**config.mk**
```make
export PLATFORM = sky130hd
export DESIGN_NAME = bin_to_trit_serializer
export DESIGN_NICKNAME = d
export VERILOG_FILES = /design/src/rtl/bin_to_trit_serializer.sv
export SDC_FILE = /design/constraint.sdc
export NUM_CORES = 1
export LEC_CHECK = 0
export CORE_MARGIN = 5
export CORE_UTILIZATION = 54
export DETAILED_ROUTE_END_ITERATION = 8
export GPL_TIMING_DRIVEN = 0
export PLACE_DENSITY = 0.88
export SLEW_MARGIN = 15
export SYNTH_ARGS = -nofsm -noshare
export SYNTH_HDL_FRONTEND = slang
export SYNTH_SLANG_ARGS = --single-unit
```
**constraint.sdc**
```tcl
create_clock -name clk -period 3.6 [get_ports clk]
set_input_delay 0.36 -clock clk [delete_from_list [all_inputs] [get_ports clk]]
set_output_delay 0.36 -clock clk [all_outputs]
set_load 0.005 [all_outputs]
```
**src/rtl/bin_to_trit_serializer.sv**
```systemverilog
`default_nettype none
// ============================================================================
//  Module      : bin_to_trit_serializer
//  Description : Converts an unsigned WIDTH-bit binary word into NTRITS
//                balanced-wire ternary digits, streamed least significant
//                trit first over a valid/ready link, and also presents the
//                complete encoded word in parallel once the last trit leaves.
//                Trit codes: 0 -> 2'b01, 1 -> 2'b11, 2 -> 2'b10.
//  Revision    : 1.0 - initial release
// ============================================================================
module bin_to_trit_serializer #(
    parameter int WIDTH  = 8,
    parameter int NTRITS = 6
) (
    input  logic                  clk,
    input  logic                  rst_n,
    input  logic [WIDTH-1:0]      in_data,
    input  logic                  in_valid,
    output logic                  in_ready,
    output logic [1:0]            out_trit,
    output logic                  out_valid,
    input  logic                  out_ready,
    output logic                  out_last,
    output logic [2*NTRITS-1:0]   par_word,
    output logic                  par_valid
);

    // Counter only ever holds 0..NTRITS-1; it is cleared on the final trit.
    localparam int CNT_W = (NTRITS > 1) ? $clog2(NTRITS) : 1;

    localparam logic [0:0] S_IDLE = 1'b0;
    localparam logic [0:0] S_EMIT = 1'b1;

    localparam logic [1:0]          c_TRIT_ZERO = 2'b01;
    localparam logic [2*NTRITS-1:0] c_PAR_RESET = {NTRITS{2'b01}};
    localparam logic [CNT_W-1:0]    c_LAST_CNT  = CNT_W'(NTRITS - 1);

    // Map a digit value 0..2 onto its two-wire code; 2'b00 is never produced.
    function automatic logic [1:0] f_encode(input logic [1:0] v);
        case (v)
            2'd0:    f_encode = 2'b01;
            2'd1:    f_encode = 2'b11;
            default: f_encode = 2'b10;
        endcase
    endfunction

    logic [0:0]          r_state;
    logic [0:0]          w_state_next;
    logic [WIDTH-1:0]    r_rem;
    logic [CNT_W-1:0]    r_cnt;
    logic [1:0]          r_shadow [NTRITS];
    logic [2*NTRITS-1:0] r_par_word;
    logic                r_par_valid;

    logic [1:0]          w_mod3;
    logic [WIDTH-1:0]    w_div3;
    logic [1:0]          w_trit;
    logic                w_load;
    logic                w_take;
    logic                w_last_take;
    logic [2*NTRITS-1:0] w_par_next;

    // Digit extraction is purely combinational from the remainder register.
    assign w_mod3 = 2'(r_rem % WIDTH'(3));
    assign w_div3 = r_rem / WIDTH'(3);
    assign w_trit = f_encode(w_mod3);

    assign w_load      = (r_state == S_IDLE) && in_valid;
    assign w_take      = (r_state == S_EMIT) && out_ready;
    assign w_last_take = w_take && (r_cnt == c_LAST_CNT);

    // Parallel result: earlier trits from the shadow, the top trit straight
    // from the digit currently being handed off.
    for (genvar k = 0; k < NTRITS; k++) begin : g_pack
        if (k == NTRITS - 1) begin : g_final
            assign w_par_next[2*k +: 2] = w_trit;
        end else begin : g_mid
            assign w_par_next[2*k +: 2] = r_shadow[k];
        end
    end

    // State register.
    always_ff @(posedge clk or negedge rst_n) begin
        if (!rst_n) begin
            r_state <= S_IDLE;
        end else begin
            r_state <= w_state_next;
        end
    end

    // Next-state logic: load a word in IDLE, leave EMIT on the last handshake.
    always_comb begin
        w_state_next = r_state;
        case (r_state)
            S_IDLE:  if (w_load)      w_state_next = S_EMIT;
            S_EMIT:  if (w_last_take) w_state_next = S_IDLE;
            default: w_state_next = S_IDLE;
        endcase
    end

    // Output decode from state and datapath registers.
    always_comb begin
        in_ready  = (r_state == S_IDLE);
        out_valid = (r_state == S_EMIT);
        out_last  = (r_state == S_EMIT) && (r_cnt == c_LAST_CNT);
        out_trit  = w_trit;
    end

    // Datapath: remainder, trit counter, shadow and parallel result.
    always_ff @(posedge clk or negedge rst_n) begin
        if (!rst_n) begin
            r_rem       <= '0;
            r_cnt       <= '0;
            r_par_word  <= c_PAR_RESET;
            r_par_valid <= 1'b0;
            for (int k = 0; k < NTRITS; k++) begin
                r_shadow[k] <= c_TRIT_ZERO;
            end
        end else begin
            r_par_valid <= 1'b0;
            if (w_load) begin
                r_rem <= in_data;
                r_cnt <= '0;
            end else if (w_take) begin
                r_rem           <= w_div3;
                r_shadow[r_cnt] <= w_trit;
                if (w_last_take) begin
                    r_cnt       <= '0;
                    r_par_word  <= w_par_next;
                    r_par_valid <= 1'b1;
                end else begin
                    r_cnt <= r_cnt + CNT_W'(1);
                end
            end
        end
    end

    assign par_word  = r_par_word;
    assign par_valid = r_par_valid;

endmodule
`default_nettype wire

```
**Run 1: routing congestion**

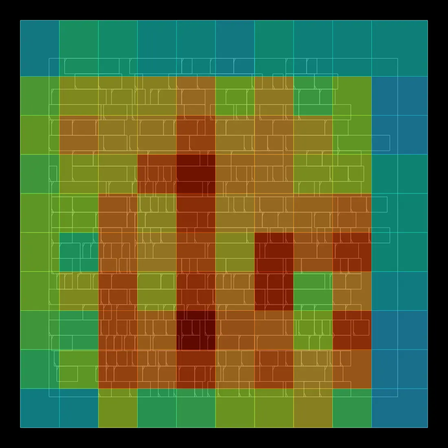
Total GRT Usage: 0.233
fin util: 0.774

**Run 1: clock network drawn from the DEF**

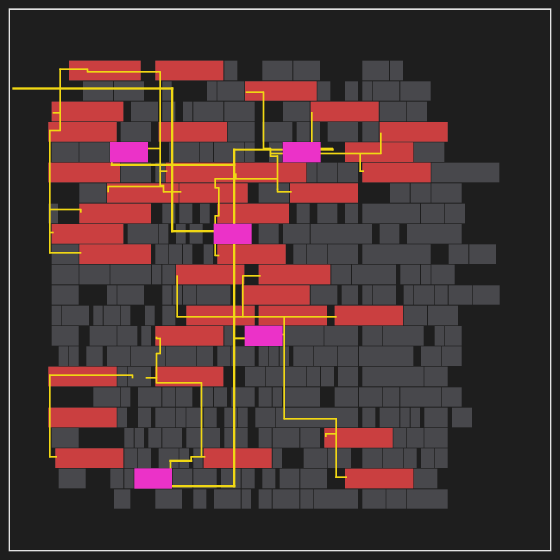
- red: flip-flops (count 35)
- yellow: clock wires (length 415 um)
- magenta: cells driving clock nets (count 5)
- routed clock nets: 6

**Run 1: routed metal, one color a layer**

Scale bar: 20 um.
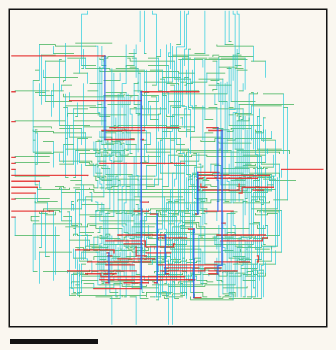
- blue: met4 (wire length 173 um)
- green: met1 (wire length 2350 um)
- red: met3 (wire length 488 um)
- cyan: met2 (wire length 3200 um)

==> notes.md, run 1 <==
Implementation results

After layout, the buffer instance count without clock buffers stands at 66. The combinational gate count is 155. In the log, the iteration count for the first detailed-route pass is 5. The clock passes through at most 2 buffers. The maximum resistive drop on vdd is 601 uV.

The OpenROAD warning count is 29. The routing usage on met1 is 0.294. Synthesis handed over a netlist of 213 instances. The proportion of power drawn by flip-flops and latches is 0.256. The final tally of setup violations is 2. According to the tapcell log, the count of inserted taps is 48. The number of sequential cells reported for the layout is 35. Looking at the reg2reg group, the worst path starts from r_rem[3]$_DFFE_PN0P_. The net count after synthesis is 229. On met2, the global router reports a usage of 0.397.

For this design, the CTS-stage hold fixing added 0 buffers. The portion of the clock cycle consumed by the worst path in the final layout is 1.02. The critical path startpoint category is a flip-flop. Yosys mapped a number of flops with a built-in enable equal to 0. The combinational cell power is 1.80 mW. The power report lists cell-internal power as 1.75 mW. The routed design shows a wire length per standard cell of 19.3 um. The endpoint required time on the critical path is 3240 ps. The power consumed by sequential cells is 0.743 mW.

The number of hold violations in the final report is 0. The fraction of met3 tracks used by global routing is 0.0471. The checks that failed: setup timing. The library cell used as clock root buffer is sky130_fd_sc_hd__clkbuf_8. The report lists the number of standard-cell rows as 22.

The clock buffer and inverter area fraction after layout is 0.0394. The remaining global-route overflow is 0. The share of synthesized area in the top cell type comes to 0.289. The synthesis report names the predominant flop master as sky130_fd_sc_hd__dfrtp_1.

The non-clock inverter count in the final layout is 9. The post-detailed-route count of antenna-violating nets is 0. The library cell used most frequently in the layout, excluding fill and tap cells, is sky130_fd_sc_hd__clkdlybuf4s50_1.

The largest share of the power goes to combinational cells. The capture point of the worst register-to-register path is recorded as r_shadow[8]$_DFFE_PN1P_. The combinational share of power is 0.622. The clock distribution power is 0.352 mW. The final worst slack is -55.2 ps.

Wires add up to 6210 um. The clock share of power is 0.122. The power spent charging and discharging nets is 1.15 mW.

The area of the die is 5180 um2. The number of global-route vias before repair was 1973. Overall power consumption after layout is estimated at 2.90 mW.

The report lists the power per cell area as 1020 nW/um2. The number of buffers added for setup after CTS is 15. The highest metal layer with signal wires is met4. The kind of critical path is reg2out.

The synthesis report lists the Yosys warning total as 0. The TritonCTS clock tree is yes. The library cells used most frequently in the layout, excluding fill and tap cells, are sky130_fd_sc_hd__clkdlybuf4s50_1, sky130_fd_sc_hd__dfrtp_1, sky130_fd_sc_hd__buf_4, sky130_fd_sc_hd__nand2_1, sky130_fd_sc_hd__o21ai_0. The async set-reset flop share out of synthesis is 1.00.

In the per-layer breakdown of the detailed-route log, met1 shows 2350 um. The total length of routed met2 wires is 3200 um. After clock tree synthesis, the repair step resized 24 gates. The core box area is 3690 um2. The max capacitance violation total is 0. The smallest clock period supported by the final layout is computed as 3660 ps.

After synthesis, the cell types taking the most area are sky130_fd_sc_hd__dfrtp_1, sky130_fd_sc_hd__dfstp_2, sky130_fd_sc_hd__mux2_2. The initial antenna violation count is 0. 0 antenna diodes ended up in the layout. The number of cells in Yosys stat is 213. The total cell area reported by yosys after synthesis is 2080 um2. The clock edge transition at the registers on the reported setup and hold paths is 70 ps.

The total area of multi-input combinational cells is 1220 um2. The quantity of I/O buffers inserted on ports is 29. The slack of the worst reg-to-reg path is 370 ps. Checking hold timing, the worst path is listed with class in2async. Of the total standard cell area in the layout, the sequential portion is 0.312.

Headroom to the max-slew limit came out at 0.487. The placed standard-cell area is 2420 um2. The total I/O pin count is 30. STA classifies the critical path endpoint as an output port. The count of different cell masters after synthesis is 57. The switching part of the total is 0.396.

In this run the worst setup path begins at r_rem[3]$_DFFE_PN0P_. In this run, CTS created clock tree buffers numbering 5. The most area-hungry cell class in the final design is combinational gates. The highest-utilization routing layer at the global route stage is met2. Counting the fill cells in the layout gives 233. Setup repair after global routing could not meet its margin everywhere. The sum of met3 wire segment lengths after detailed routing is 488 um. After routing the design area is 2860 um2. The timing-limited maximum frequency is 274 MHz.

The routed layout reports a DRC error count of 0. The data arrival time of the critical path is 3300 ps. The number of standard cells in the final layout excluding fillers is 321. The final max-slew violation count recorded for this run is 0. Measured on the final layout, buffering overhead outside the clock network stands at 0.187. The insertion delay at the late pin of the worst-skew pair is 290 ps. The final layout reports a setup TNS of -106 ps. The flow ran to the end, but the final reports show violations. The last weighted congestion value of the routability-driven placer is 0.958. Each instance of the synthesized netlist takes up on average 9.75 um2. The cell depth of the worst flop-to-flop path is 17.
-- run 1: critical path: stages, from the launching register on --
cell	delay, ps
sky130_fd_sc_hd__dfrtp_1	410
sky130_fd_sc_hd__buf_6	150
sky130_fd_sc_hd__buf_2	180
sky130_fd_sc_hd__nand4b_1	230
sky130_fd_sc_hd__mux2i_4	120
sky130_fd_sc_hd__buf_4	150
sky130_fd_sc_hd__buf_4	120
sky130_fd_sc_hd__o22ai_2	260
sky130_fd_sc_hd__a31o_2	230
sky130_fd_sc_hd__o21ai_4	70
sky130_fd_sc_hd__ha_4	170
sky130_fd_sc_hd__a21o_1	210
sky130_fd_sc_hd__o22a_1	240
sky130_fd_sc_hd__o31ai_4	280
sky130_fd_sc_hd__inv_1	60
sky130_fd_sc_hd__buf_2	120
-- run 1: through the flow --
stage | setup WS [ps] | hold slack (ps)
after CTS | -14.1 | 156
after floorplan | 468 | 64.4
after detailed placement | -456 | 466
final | -55.2 | 138
after global placement | -451 | 461
after global routing | -154 | 186
-- run 1: state kept, by name, indices dropped and copies added, names as in the netlist --
name and flops:
par_valid 1, r_rem 8, par_word 12, out_valid 1, r_shadow 10, r_cnt 3
-- run 1: worst max-delay path by stage --
stage	to	slack [ps]	cells after the start
CTS	out_trit[1]	-10	15
floorplan	out_trit[1]	470	15
global route	out_trit[0]	-150	16
global placement	out_trit[0]	-450	15
finish	out_trit[1]	-60	15
detailed placement	out_trit[0]	-460	15
-- run 1: cell families after synthesis --
kind of cell             Yosys count  share of synthesized area
AND-OR/OR-AND                     68                      0.226
XOR/XNOR                           4                     0.0169
adder cells (fa/ha/maj)            4                     0.0241
buffers and inverters             23                     0.0524
flip-flops                        35                      0.429
multiplexers                      18                      0.100
AND/OR/NAND/NOR                   61                      0.152
==> run 1 -> run 2 <==
--- a/config.mk
+++ b/config.mk
@@ -9,7 +9,8 @@
 export CORE_UTILIZATION = 54
 export DETAILED_ROUTE_END_ITERATION = 8
 export GPL_TIMING_DRIVEN = 0
-export PLACE_DENSITY = 0.88
+export HOLD_SLACK_MARGIN = 0.15
+export PLACE_DENSITY = 0.77
 export SLEW_MARGIN = 15
 export SYNTH_ARGS = -nofsm -noshare
 export SYNTH_HDL_FRONTEND = slang
**Run 2: routing congestion**

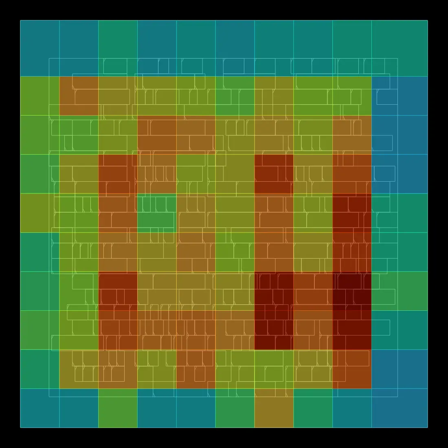
fin util: 0.763
met2 routing resource usage after global routing: 0.326
global-route met1 utilization: 0.287

**Run 2: routed metal, one color a layer**

Scale bar: 20 um.
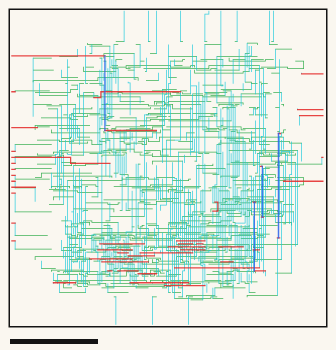
- green: met1 (wire length 2440 um)
- red: met3 (wire length 277 um)
- cyan: met2 (wire length 2660 um)
- blue: met4 (wire length 68.0 um)
wire length after detailed routing: 5440 um
Total GRT Usage: 0.205

==> notes.md, run 2 <==
Implementation results

The post-synthesis area per instance came to 9.75 um2 (unchanged). The endpoint required time on the critical path was 3240 ps (about the same). The timing-limited maximum frequency is 272 MHz (-0.74%). At the floorplan stage, the core utilization is reported as 0.563. The clock buffer and inverter area fraction after layout is 0.0400 (+0.000596). The flip-flop count of the largest register, all copies and words added is 12 (unchanged).

The combinational share of power is 0.609 (-0.013). The critical path's top delay family is AND-OR/OR-AND gates. The number of nets at floorplan is 229 (unchanged).

The clock distribution power is 0.358 mW (+2%). The leading power group is combinational cells. The dominant combinational cell family by area after synthesis is AND-OR/OR-AND gates. CTS placed an instance of sky130_fd_sc_hd__clkbuf_8 at the clock tree root. The non-clock inverter count in the final layout is 9 (unchanged). The initial antenna violation count was 0 (unchanged).

The area share of buffers outside the clock network came to 0.174 (-0.0132). The buffer levels on the longest clock path was 2 (unchanged). The class of the tightest hold or removal check is in2async.

The finished layout cell area is 2810 um2 (-1.5%). The core box area came to 3690 um2 (unchanged). The kind of critical path is reg2out.

The wire length of the first global-routing pass is 8470 um. The last weighted congestion value of the routability-driven placer was 0.921 (-3.9%). The instance count after placement with tap cells included is 291.

The share of synthesized area spent on multiplexers is 0.100 (unchanged). The layout sequential cell count came to 35 (unchanged). The half-perimeter wire length of the detailed placement result is 3280 um.

The critical path startpoint category is a flip-flop. The area of the die was 5180 um2 (unchanged). The total I/O pin count is 30 (unchanged). The multi-input gate share of total cell area is 0.436. The data arrival time of the critical path is 3320 ps (+20 ps). The number of fillers in the final layout is 268 (+15%). The count of buffering cells on the critical path with inverters included is 5 (-1). The detail-routed net length per standard cell is 17.4 um (-10%). The logic depth of the worst setup path including buffers came to 15 (unchanged).

The final worst slack is -82.4 ps (-27.1 ps). The register share of the cell area is 0.317 (+0.00516). The most frequent logic cell in the layout is sky130_fd_sc_hd__clkdlybuf4s50_1.

The fraction of synthesized cell area in xor and xnor cells came to 0.0169 (unchanged). Traced cell by cell, the critical path runs through buf_6, buf_4, buf_4, nand4b_1, mux2i_4, o22ai_1, a31o_4, o21ai_4, ha_4, nor2_4, nand3_2, buf_6, o22ai_4, mux2i_4, buf_2. STA lists the startpoint of the worst register-to-register path as r_rem[5]$_DFFE_PN0P_. Per Yosys stat, the portion of area used by sequential elements is 0.429. The simple-gate area share of the yosys netlist is 0.152 (unchanged).

The internal power is 1.68 mW (-3.8%). The CTS buffer count is 5 (unchanged). The count of different cell masters after synthesis is 57 (unchanged). The post-detailed-route count of antenna-violating nets is 0 (unchanged). The clock edge transition at the registers on the reported setup and hold paths is 80 ps (about the same). The final critical path time including I/O delays and setup came to 3680 ps (+27.1 ps). The final tally of setup violations is 2 (unchanged).

The final tally of max-slew violations came to 0 (unchanged). The slack of the worst reg-to-reg path is 330 ps (-40 ps). The number of standard cells in the final layout excluding fillers is 313 (-2.5%). Registers take 891 um2. CTS built an H-tree with a depth of 2. Setup repair after global routing could not meet its margin everywhere. The placed standard-cell area came to 2440 um2 (+0.83%). The power consumed by sequential cells is 0.727 mW (-2%).

The async set-reset flop share out of synthesis is 1.00 (unchanged). The maximum resistive drop on vdd was 584 uV (-2.9%). The share of the synthesized area in the top cell type is 0.289 (unchanged).

The quantity of I/O buffers inserted on ports was 29 (unchanged). By area, combinational gates come first. The tapcell count was 48 (unchanged). The die width is 72 um.

The cell depth of the worst flop-to-flop path is 16 (-1). The critical path's largest stage delay is 520 ps (+110 ps). The total power density per cell area is 986 nW/um2 (-2.9%).

The commonest register cell is sky130_fd_sc_hd__dfrtp_1. The final reports fail on setup timing. The number of signal-net buffers in the layout is 58 (-12%). The clock share of power is 0.129 (+0.007). The number of rows in the core area was 22 (unchanged).

The number of hold violations in the final report is 0 (unchanged). The OpenROAD warning count was 29 (unchanged). The count of flip-flops with a built-in enable after synthesis is 0 (unchanged).

The count of vias placed by the detailed router is 1880. The commonest cells after synthesis are sky130_fd_sc_hd__dfrtp_1, sky130_fd_sc_hd__nand2_1, sky130_fd_sc_hd__o21ai_0. The number of cells in Yosys stat came to 213 (unchanged). On the critical path, the stage with the largest delay is an instance of sky130_fd_sc_hd__o22ai_1. The total area of multi-input combinational cells is 1230 um2 (+0.10%). The final layout report lists a clock buffer count of 5.

The power spent charging and discharging nets came to 1.09 mW (-5.0%). The nature of the critical path endpoint is an output port. The max capacitance violation total is 0 (unchanged).

Leaving out fill and tap cells, the most frequent cells in the layout are sky130_fd_sc_hd__clkdlybuf4s50_1, sky130_fd_sc_hd__dfrtp_1, sky130_fd_sc_hd__nand2_1, sky130_fd_sc_hd__o21ai_0, sky130_fd_sc_hd__mux2_2. The flow ran to the end, but the final reports show violations. The remaining global-route overflow came to 0 (unchanged). The biggest area consumer among synthesized cells is sky130_fd_sc_hd__dfrtp_1.

TritonCTS built the clock tree. The switching part of the total is 0.393 (-0.00294). The total cell area reported by yosys after synthesis was 2080 um2 (unchanged). The compound-gate portion of the synthesized area is 0.226 (unchanged). The residual DRC count is 0 (unchanged). The remaining max-slew budget at the tightest pin is 0.574 (+0.0867). The insertion delay at the late pin of the worst-skew pair was 290 ps (about the same). The mean number of vias per cell is 6.01.

The combinational gate count is 155 (unchanged). Entering global routing, the biggest net connects 29 pins. The count of TritonRoute iterations in the first routing pass is 4 (-1).

The cell count after synthesis is 213 (unchanged). The proportion of power drawn by flip-flops and latches was 0.262 (+0.006). The portion of the clock cycle consumed by the worst path in the final layout came to 1.02 (+0.00754). The number of warnings issued by yosys is 0 (unchanged). After the first detailed-routing iteration, the DRC count stood at 148. The number of global-route vias before repair is 1797 (-8.9%). The final antenna diode count is 0 (unchanged). The synthesis report lists the most area-consuming cells as sky130_fd_sc_hd__dfrtp_1, sky130_fd_sc_hd__dfstp_2, sky130_fd_sc_hd__mux2_2. The combinational cell power is 1.69 mW (-6%). The fraction of the mapped netlist area in adder cells was 0.0241 (unchanged). For the worst reg-to-reg path, the endpoint reported by OpenROAD is r_shadow[8]$_DFFE_PN1P_.
**Run 2: cells colored by class**

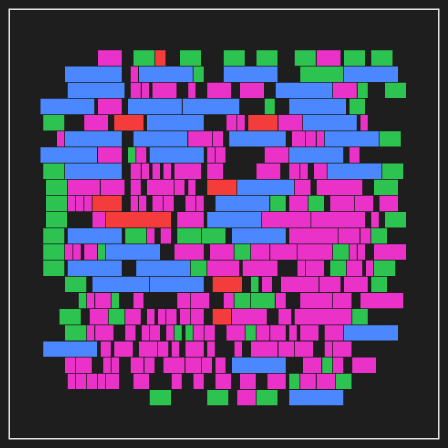
- magenta: all other logic (cells 164; share of their area 46%)
- blue: flip-flops (cells 35; share of their area 32%)
- red: clock drivers and dummy loads (cells 8; share of their area 4.1%)
- green: other buffers and delay cells (cells 58; share of their area 18%)

-- run 2: cell counts after synthesis --
No cell type changed its count.
-- run 2: timing repair --
action                                 4_1_cts  5_1_grt
pin swaps                                    8        9
hold buffers                                 1        0
endpoints found under the hold margin        7        0
gates resized                               25       16
gates cloned                                 0        0
setup buffers                               10        3
setup endpoints to repair                    2        2
-- run 2: worst max-delay path by stage --
stage                               startpoint  slack, ps           to
after CTS                 r_rem[5]$_DFFE_PN0P_        -20  out_trit[1]
after floorplan           r_rem[6]$_DFFE_PN0P_        470  out_trit[1]
after global placement    r_rem[2]$_DFFE_PN0P_       -460  out_trit[0]
after detailed placement  r_rem[2]$_DFFE_PN0P_       -460  out_trit[0]
final                     r_rem[5]$_DFFE_PN0P_        -80  out_trit[0]
after global routing      r_rem[5]$_DFFE_PN0P_       -190  out_trit[0]
-- run 2: per-layer routing --
metal / vias up / GRT usage / routed length (um)
met5: - / 0 / 0
met4: 0 / 0.0522 / 68
met3: 8 / 0.0429 / 277
met2: 75 / 0.326 / 2660
met1: 917 / 0.287 / 2440
li1: 880 / - / -
-- run 2: metrics by stage --
| stage | setup slack, ps | total power [mW] | hold WS (ps) | TNS, ps | utilization |
|---|---|---|---|---|---|
| after floorplan | 468 | 1.53 | 64.4 | 0 | - |
| after global placement | -458 | 1.95 | 463 | -771 | 0.658 |
| after detailed placement | -456 | 1.98 | 230 | -798 | 0.662 |
| after CTS | -16.3 | 2.60 | 463 | -16.3 | 0.735 |
| after global routing | -186 | 2.95 | 473 | -340 | 0.763 |
| final | -82.4 | 2.77 | 466 | -142 | 0.763 |
No activity file was given, so power comes from the tool's default toggle rates.
